## src/rtl/fmul_issue.sv

```systemverilog
// ---------------------------------------------------------------------------
// fmul_issue
//
// Issue/staging stage that sits directly in front of the combinational
// single-precision multiplier (fmul). A request from FPU dispatch is latched
// into operand registers that drive fmul and are held constant for LATENCY
// cycles. Downstream timing can therefore treat fmul as a multicycle path.
// When the hold expires, fmul's output is captured together with the
// destination tag and offered to writeback.
//
// Parameters
//   LATENCY  cycles the fmul inputs are held before y is sampled (1..15)
//   TAGW     width of the destination-register tag
//
// Ports
//   clk        rising-edge clock
//   rstn       asynchronous active-low reset
//   flush      synchronous flush, drops any in-flight or held op
//   in_valid   request valid from dispatch
//   in_ready   stage accepts a request this cycle
//   in_x1      operand 1 (IEEE-754 single)
//   in_x2      operand 2 (IEEE-754 single)
//   in_tag     destination tag of the request
//   mul_x1     registered operand 1 to fmul
//   mul_x2     registered operand 2 to fmul
//   mul_y      product from fmul
//   out_valid  registered result valid to writeback
//   out_ready  writeback accepts the result
//   out_y      registered result
//   out_tag    registered tag of the result
//   busy       stage is not idle
// ---------------------------------------------------------------------------
module fmul_issue #(
  parameter int unsigned LATENCY = 2,
  parameter int unsigned TAGW    = 6
) (
  input  logic            clk,
  input  logic            rstn,
  input  logic            flush,
  input  logic            in_valid,
  output logic            in_ready,
  input  logic [31:0]     in_x1,
  input  logic [31:0]     in_x2,
  input  logic [TAGW-1:0] in_tag,
  output logic [31:0]     mul_x1,
  output logic [31:0]     mul_x2,
  input  logic [31:0]     mul_y,
  output logic            out_valid,
  input  logic            out_ready,
  output logic [31:0]     out_y,
  output logic [TAGW-1:0] out_tag,
  output logic            busy
);

  // Zero would mean sampling fmul in the same edge its inputs change, and
  // the counter is sized for at most four bits.
  if (LATENCY < 1 || LATENCY > 15) begin : g_bad_latency
    $error("fmul_issue: LATENCY must be in 1..15");
  end

  // Guarded so an illegal LATENCY=0 still yields a legal width while the
  // elaboration error above is reported.
  localparam int unsigned CNTW = ($clog2(LATENCY + 1) > 0) ? $clog2(LATENCY + 1) : 1;

  // The first EXEC cycle is already one of the LATENCY hold cycles.
  localparam logic [CNTW-1:0] CNT_INIT = CNTW'(LATENCY - 1);

  typedef enum logic [1:0] {
    IDLE = 2'd0,
    EXEC = 2'd1,
    DONE = 2'd2
  } state_e;

  state_e            state_q,     state_d;
  logic [CNTW-1:0]   cnt_q,       cnt_d;
  logic [31:0]       mul_x1_q,    mul_x1_d;
  logic [31:0]       mul_x2_q,    mul_x2_d;
  logic [TAGW-1:0]   tag_q,       tag_d;
  logic [31:0]       out_y_q,     out_y_d;
  logic [TAGW-1:0]   out_tag_q,   out_tag_d;
  logic              out_valid_q, out_valid_d;

  logic              accept;

  // in_ready depends only on state, out_ready and flush. It must never look
  // at in_valid, otherwise dispatch and this stage form a combinational loop.
  // In DONE a new op can only be taken when the held result retires on the
  // same edge, since the output registers cannot hold two results.
  always_comb begin
    in_ready = 1'b0;
    if (!flush) begin
      case (state_q)
        IDLE:    in_ready = 1'b1;
        DONE:    in_ready = out_ready;
        default: in_ready = 1'b0;
      endcase
    end
  end

  assign accept = in_valid & in_ready;

  // Next-state logic. Operand and tag registers only load on accept so fmul
  // sees stable inputs for the whole EXEC period. Flush overrides the state
  // machine but deliberately leaves the data registers alone: once
  // out_valid is low their contents are ignored.
  always_comb begin
    state_d     = state_q;
    cnt_d       = cnt_q;
    mul_x1_d    = mul_x1_q;
    mul_x2_d    = mul_x2_q;
    tag_d       = tag_q;
    out_y_d     = out_y_q;
    out_tag_d   = out_tag_q;
    out_valid_d = out_valid_q;

    case (state_q)
      IDLE: begin
        if (accept) begin
          mul_x1_d = in_x1;
          mul_x2_d = in_x2;
          tag_d    = in_tag;
          cnt_d    = CNT_INIT;
          state_d  = EXEC;
        end
      end

      EXEC: begin
        if (cnt_q != '0) begin
          cnt_d = cnt_q - CNTW'(1);
        end else begin
          out_y_d     = mul_y;
          out_tag_d   = tag_q;
          out_valid_d = 1'b1;
          state_d     = DONE;
        end
      end

      DONE: begin
        if (out_ready) begin
          out_valid_d = 1'b0;
          if (accept) begin
            mul_x1_d = in_x1;
            mul_x2_d = in_x2;
            tag_d    = in_tag;
            cnt_d    = CNT_INIT;
            state_d  = EXEC;
          end else begin
            state_d  = IDLE;
          end
        end
      end

      default: begin
        state_d     = IDLE;
        out_valid_d = 1'b0;
      end
    endcase

    if (flush) begin
      state_d     = IDLE;
      out_valid_d = 1'b0;
      cnt_d       = '0;
    end
  end

  // State and datapath registers. Reset clears everything so a reset in the
  // middle of an operation leaves no trace on the outputs.
  always_ff @(posedge clk or negedge rstn) begin
    if (!rstn) begin
      state_q     <= IDLE;
      cnt_q       <= '0;
      mul_x1_q    <= '0;
      mul_x2_q    <= '0;
      tag_q       <= '0;
      out_y_q     <= '0;
      out_tag_q   <= '0;
      out_valid_q <= 1'b0;
    end else begin
      state_q     <= state_d;
      cnt_q       <= cnt_d;
      mul_x1_q    <= mul_x1_d;
      mul_x2_q    <= mul_x2_d;
      tag_q       <= tag_d;
      out_y_q     <= out_y_d;
      out_tag_q   <= out_tag_d;
      out_valid_q <= out_valid_d;
    end
  end

  assign mul_x1    = mul_x1_q;
  assign mul_x2    = mul_x2_q;
  assign out_y     = out_y_q;
  assign out_tag   = out_tag_q;
  assign out_valid = out_valid_q;
  assign busy      = (state_q != IDLE);

  // A result is offered exactly while the FSM sits in DONE.
  a_valid_matches_done: assert property (
    @(posedge clk) disable iff (!rstn)
    out_valid_q == (state_q == DONE)
  );

  // fmul is timed as a multicycle path, so its inputs may not move until
  // the product has been captured.
  a_operands_stable: assert property (
    @(posedge clk) disable iff (!rstn)
    (state_q == EXEC) |=> ($stable(mul_x1_q) && $stable(mul_x2_q))
  );

  // A held result may not change while writeback is stalling.
  a_result_held: assert property (
    @(posedge clk) disable iff (!rstn)
    (out_valid_q && !out_ready && !flush) |=>
      (out_valid_q && $stable(out_y_q) && $stable(out_tag_q))
  );

endmodule

```

## config.mk

```make
export PLATFORM = sky130hd
export DESIGN_NAME = fmul_issue
export DESIGN_NICKNAME = d
export VERILOG_FILES = /design/src/rtl/fmul_issue.sv
export SDC_FILE = /design/constraint.sdc
export NUM_CORES = 1
export LEC_CHECK = 0
export CAP_MARGIN = 10
export CELL_PAD_IN_SITES_DETAIL_PLACEMENT = 0
export CELL_PAD_IN_SITES_GLOBAL_PLACEMENT = 2
export CORE_MARGIN = 2
export CORE_UTILIZATION = 28
export DETAILED_ROUTE_END_ITERATION = 10
export GPL_ROUTABILITY_DRIVEN = 0
export HOLD_SLACK_MARGIN = 0.08
export PLACE_DENSITY_LB_ADDON = 0.1
export SYNTH_ARGS = -nofsm -noshare
export SYNTH_HDL_FRONTEND = slang
export SYNTH_SLANG_ARGS = --single-unit
```

## constraint.sdc

```tcl
create_clock -name clk -period 4.1 [get_ports clk]
set_clock_uncertainty 0.15 [all_clocks]
set_input_delay 0.82 -clock clk [delete_from_list [all_inputs] [get_ports clk]]
set_output_delay 0.82 -clock clk [all_outputs]
set_load 0.02 [all_outputs]
```

==> run_1/layers.png <==
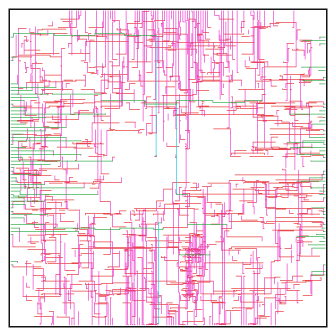
layer	colour	wire length
M1	red	4090 µm
M4	cyan	127 µm
M3	green	987 µm
M2	magenta	5530 µm
GRT Overall Usage: 13.49%
WL final: 10740 µm
Avg WL per Cell: 15.83 µm

==> run_1/clock_wires.png <==
Bar = 50 µm.
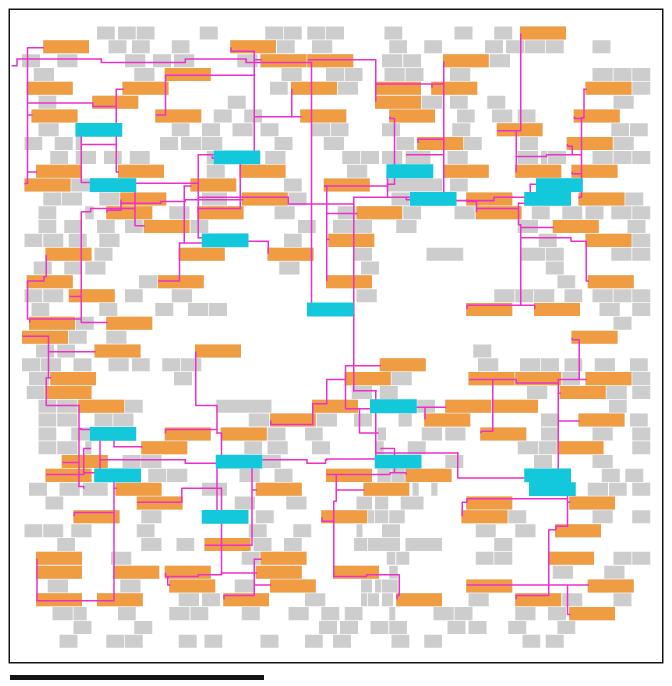
[clock wires] magenta | length: 1640 µm
[clock-net drivers] cyan | count: 17
[flip-flops] orange | count: 113
flops lie	widely spread

==> run_1/pinout.png <==
Pins as bars across the die edge, other pins in grey.
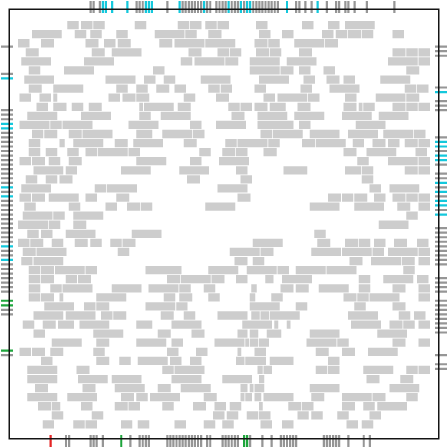
port	colour	pins	direction	edge
rstn	red	1	input	bottom
mul_x2	cyan	32	output	15 top, 10 right, 7 left
in_tag	green	6	input	3 left, 3 bottom
all pins by edge	60 top, 53 bottom, 50 left, 49 right

[run 1: synthesized netlist by cell type (all sizes together), types with 2 or more instances]
library cell and instances:
clkbuf 7, dfrtp 113, a21oi 2, buf 4
nor2 4, inv 3, mux2 108
[run 1: final timing paths]
path | slack (ns) | cells after the start | from | end
max | 0.75 | 4 | flush | in_ready
min | 0.34 | 1 | out_y[24] | out_y[24]
max reg2reg | 1.59 | 5 | cnt_q[0] | out_y[15]
min reg2reg | 0.34 | 1 | out_y[24] | out_y[24]
max in group asynchronous | 2.66 | 2 | rstn | mul_x2[28]
min in group asynchronous | 0.35 | 1 | rstn | out_y[29]
[run 1: sequential cells by signal, summed over array words and instances, names as in the netlist]
register / flops
mul_x2: 32
mul_x1: 32
tag_q: 6
out_tag: 6
out_valid: 1
out_y: 32
cnt_q: 2
state_q: 2
==> run notes, run 1 <==
run results: status finished clean, final setup margin 0.7509 ns, critical path, cell by cell clkdlybuf4s50_1 > nor2_1 > and2_1 > clkdlybuf4s50_1, register area share after synthesis 65.37%, minimum clock period 3.349 ns, vias per cell 4.358, adder share 0.2893%, CP Max Fanout 6, cell count after synthesis 255, Avg Inst Size Synth 16.96 µm², CP arrival 2.38 ns, final hold vios 0, WHS 0.3367 ns, Area leader share 65.37%, Int Power 0.003195 W, P_seq 0.00156 W, Distinct cells, synth 23, Synth flops 113, routed wire length on met2 5534 µm, Post-Syn Nets 363, setup TNS 0 ns, Top pwr grp registers, port bufs 211, Clk network pwr share 32.3%, Post-synth EDFFs 0, CTS tree built, Buf+Inv Stages, Crit Path 2, core area 15150 µm², initial antenna violation count 0, most frequent logic cell in the layout clkdlybuf4s50_1
==> run 2, diff against run 1 <==
--- a/config.mk
+++ b/config.mk
@@ -9,7 +9,7 @@
 export CELL_PAD_IN_SITES_DETAIL_PLACEMENT = 0
 export CELL_PAD_IN_SITES_GLOBAL_PLACEMENT = 2
 export CORE_MARGIN = 2
-export CORE_UTILIZATION = 28
+export CORE_UTILIZATION = 24
 export DETAILED_ROUTE_END_ITERATION = 10
 export GPL_ROUTABILITY_DRIVEN = 0
 export HOLD_SLACK_MARGIN = 0.08
==> constraint.sdc (replaced) <==
create_clock -name clk -period 2.87 [get_ports clk]
set_clock_uncertainty 0.15 [all_clocks]
set_input_delay 0.574 -clock clk [delete_from_list [all_inputs] [get_ports clk]]
set_output_delay 0.574 -clock clk [all_outputs]
set_load 0.02 [all_outputs]
==> run_2/layers.png <==
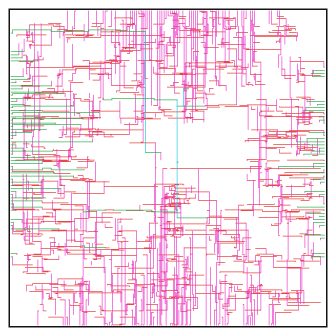
layer	colour	wire length
M2	magenta	5580 µm
M3	green	1010 µm
M4	cyan	112 µm
M1	red	4340 µm

==> run notes, run 2 <==
run results: setup TNS 0 ns (unchanged), port bufs 211 (unchanged), CP arrival 1.89 ns (-0.49 ns), minimum clock period 2.614 ns, GRT Overall Usage 12.17% (-1.3 points), Register-to-Register Setup Slack 1.01 ns (-0.58 ns), Worst Reg-to-Reg Cells 5 (unchanged), WL final 11050 µm (+2.9%), core area 17840 µm² (+18%), WHS 0.3393 ns (+0.002655 ns), most numerous cell in the Yosys netlist dfrtp_1, hold_sp out_y[20], Avg WL per Cell 15.20 µm (-4.0%), final hold vios 0 (unchanged), Worst Setup EP in_ready, final setup margin 0.2564 ns (-0.4945 ns), status finished clean, CTS tree built, Post-Syn Nets 363 (unchanged), CP Launch Point out_ready, CP Max Fanout 2 (-4), vias per cell 4.063 (-6.8%), Avg Inst Size Synth 16.96 µm² (unchanged)
## run 2: cell count changes in the layout (fill, tap and decap cells not counted), sizes merged
cell / before / now
buf: 5 / 11
bufinv: 2 / 1
dlygate4sd3: 0 / 1
clkinv: 3 / 4
clkbuf: 26 / 23
clkinvlp: 0 / 4
## run 2: critical path, cell delays in order
cell and delay, ns:
clkdlybuf4s50_1 0.47, nand2b_1 0.12, and2_1 0.13, clkdlybuf4s50_1 0.60
## run 2: cells by family after synthesis
kind of cell / Yosys count / synth area share [%]
AND/OR/NAND/NOR: 11 / 1.707
flip-flops: 113 / 65.37
buffers and inverters: 14 / 3.095
AND-OR/OR-AND: 8 / 1.418
adder cells (fa/ha/maj): 1 / 0.2892
multiplexers: 108 / 28.12
==> run 3, diff against run 2 <==
--- a/config.mk
+++ b/config.mk
@@ -10,9 +10,11 @@
 export CELL_PAD_IN_SITES_GLOBAL_PLACEMENT = 2
 export CORE_MARGIN = 2
 export CORE_UTILIZATION = 24
+export CTS_BUF_LIST = sky130_fd_sc_hd__clkbuf_16
 export DETAILED_ROUTE_END_ITERATION = 10
 export GPL_ROUTABILITY_DRIVEN = 0
 export HOLD_SLACK_MARGIN = 0.08
+export MAX_ROUTING_LAYER = met4
 export PLACE_DENSITY_LB_ADDON = 0.1
 export SYNTH_ARGS = -nofsm -noshare
 export SYNTH_HDL_FRONTEND = slang
==> run_3/clock_wires.png <==
Bar = 50 µm.
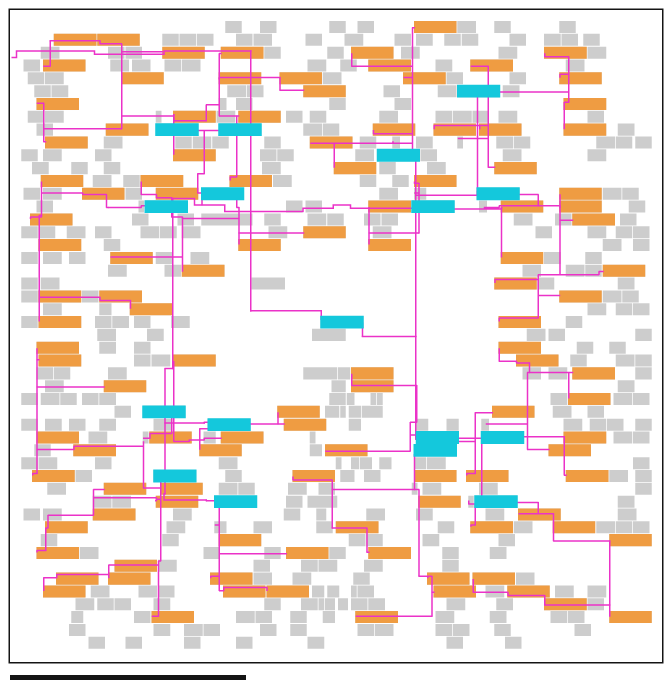
[clock wires] magenta | length: 1780 µm
[clock-net drivers] cyan | count: 17
[flip-flops] orange | count: 113
flops lie	widely spread
routed clock nets	18
Clk network pwr share: 30.4%
Clk power: 0.00189 W
latest clock arrival within the worst-skew pair: 0.41 ns

==> run notes, run 3 <==
run results: status finished clean, critical path, cell by cell clkdlybuf4s50_1 > nand2b_1 > and2_1 > clkdlybuf4s50_1, port bufs 211 (unchanged), chip area 19110 µm², Post-Syn Nets 363 (unchanged), CP Max Fanout 2 (unchanged), Crit path depth 4 (unchanged), xor/xnor share of the synthesized area 0% (unchanged), vias per cell 4.052 (-0.27%), Buf+Inv Stages, Crit Path 2 (unchanged), core area 17840 µm² (unchanged), WL final 11020 µm (-0.24%), slowest CP cell clkdlybuf4s50_1, Ys Warns 0, minimum clock period 2.614 ns (+0.000006000 ns), Main logic family multiplexers, pin count of the biggest net entering global routing 63, Clock Tree Buf Depth 2, final hold vios 0 (unchanged), CP arrival 1.89 ns (about the same), Complex Gates by Area 1.417% (unchanged), mux frac, synth 28.12% (unchanged), hold depth 1, worst path required time 2.15 ns, boundary pin count 212, crit-path most repeated cell clkdlybuf4s50_1, critical path class in -> out, CTS tree built, iteration tally of the first detailed-router pass 4, most numerous cell in the Yosys netlist dfrtp_1, Simple-Gate Area Share 1.707% (unchanged), Avg Inst Size Synth 16.96 µm² (unchanged), Seq pwr share 35.9%, adder share 0.2893% (unchanged), Worst Reg-to-Reg Cells 5 (unchanged), Top delay family on crit path buffers and inverters, GRT Overall Usage 12.50% (+0.33 points), Avg WL per Cell 15.16 µm (-0.24%), setup TNS 0 ns (unchanged)
run 3: stage by stage:
stage | total power, W | util, % | worst slack (ns) | hold slack, ns
after global placement | 0.004360 | 37.62 | 0.2469 | 0.3219
after floorplan | 0.003231 | - | 1.121 | 0.1284
after CTS | 0.006333 | 40.63 | 0.2473 | 0.3378
final | 0.006210 | 40.63 | 0.2564 | 0.3394
after global routing | 0.006542 | 40.63 | 0.1904 | 0.3492
after detailed placement | 0.004388 | 37.62 | 0.2665 | 0.3307
run 3: path summary, 6_finish.rpt:
path | from | end | slack, ns
max | out_ready | in_ready | 0.26
min reg2reg | out_y[20] | out_y[20] | 0.34
min | out_y[20] | out_y[20] | 0.34
max in group asynchronous | rstn | out_y[24] | 1.40
max reg2reg | state_q[0] | mul_x2[26] | 1.00
min in group asynchronous | rstn | out_y[29] | 0.44
Power and IR drop assume default switching activity.
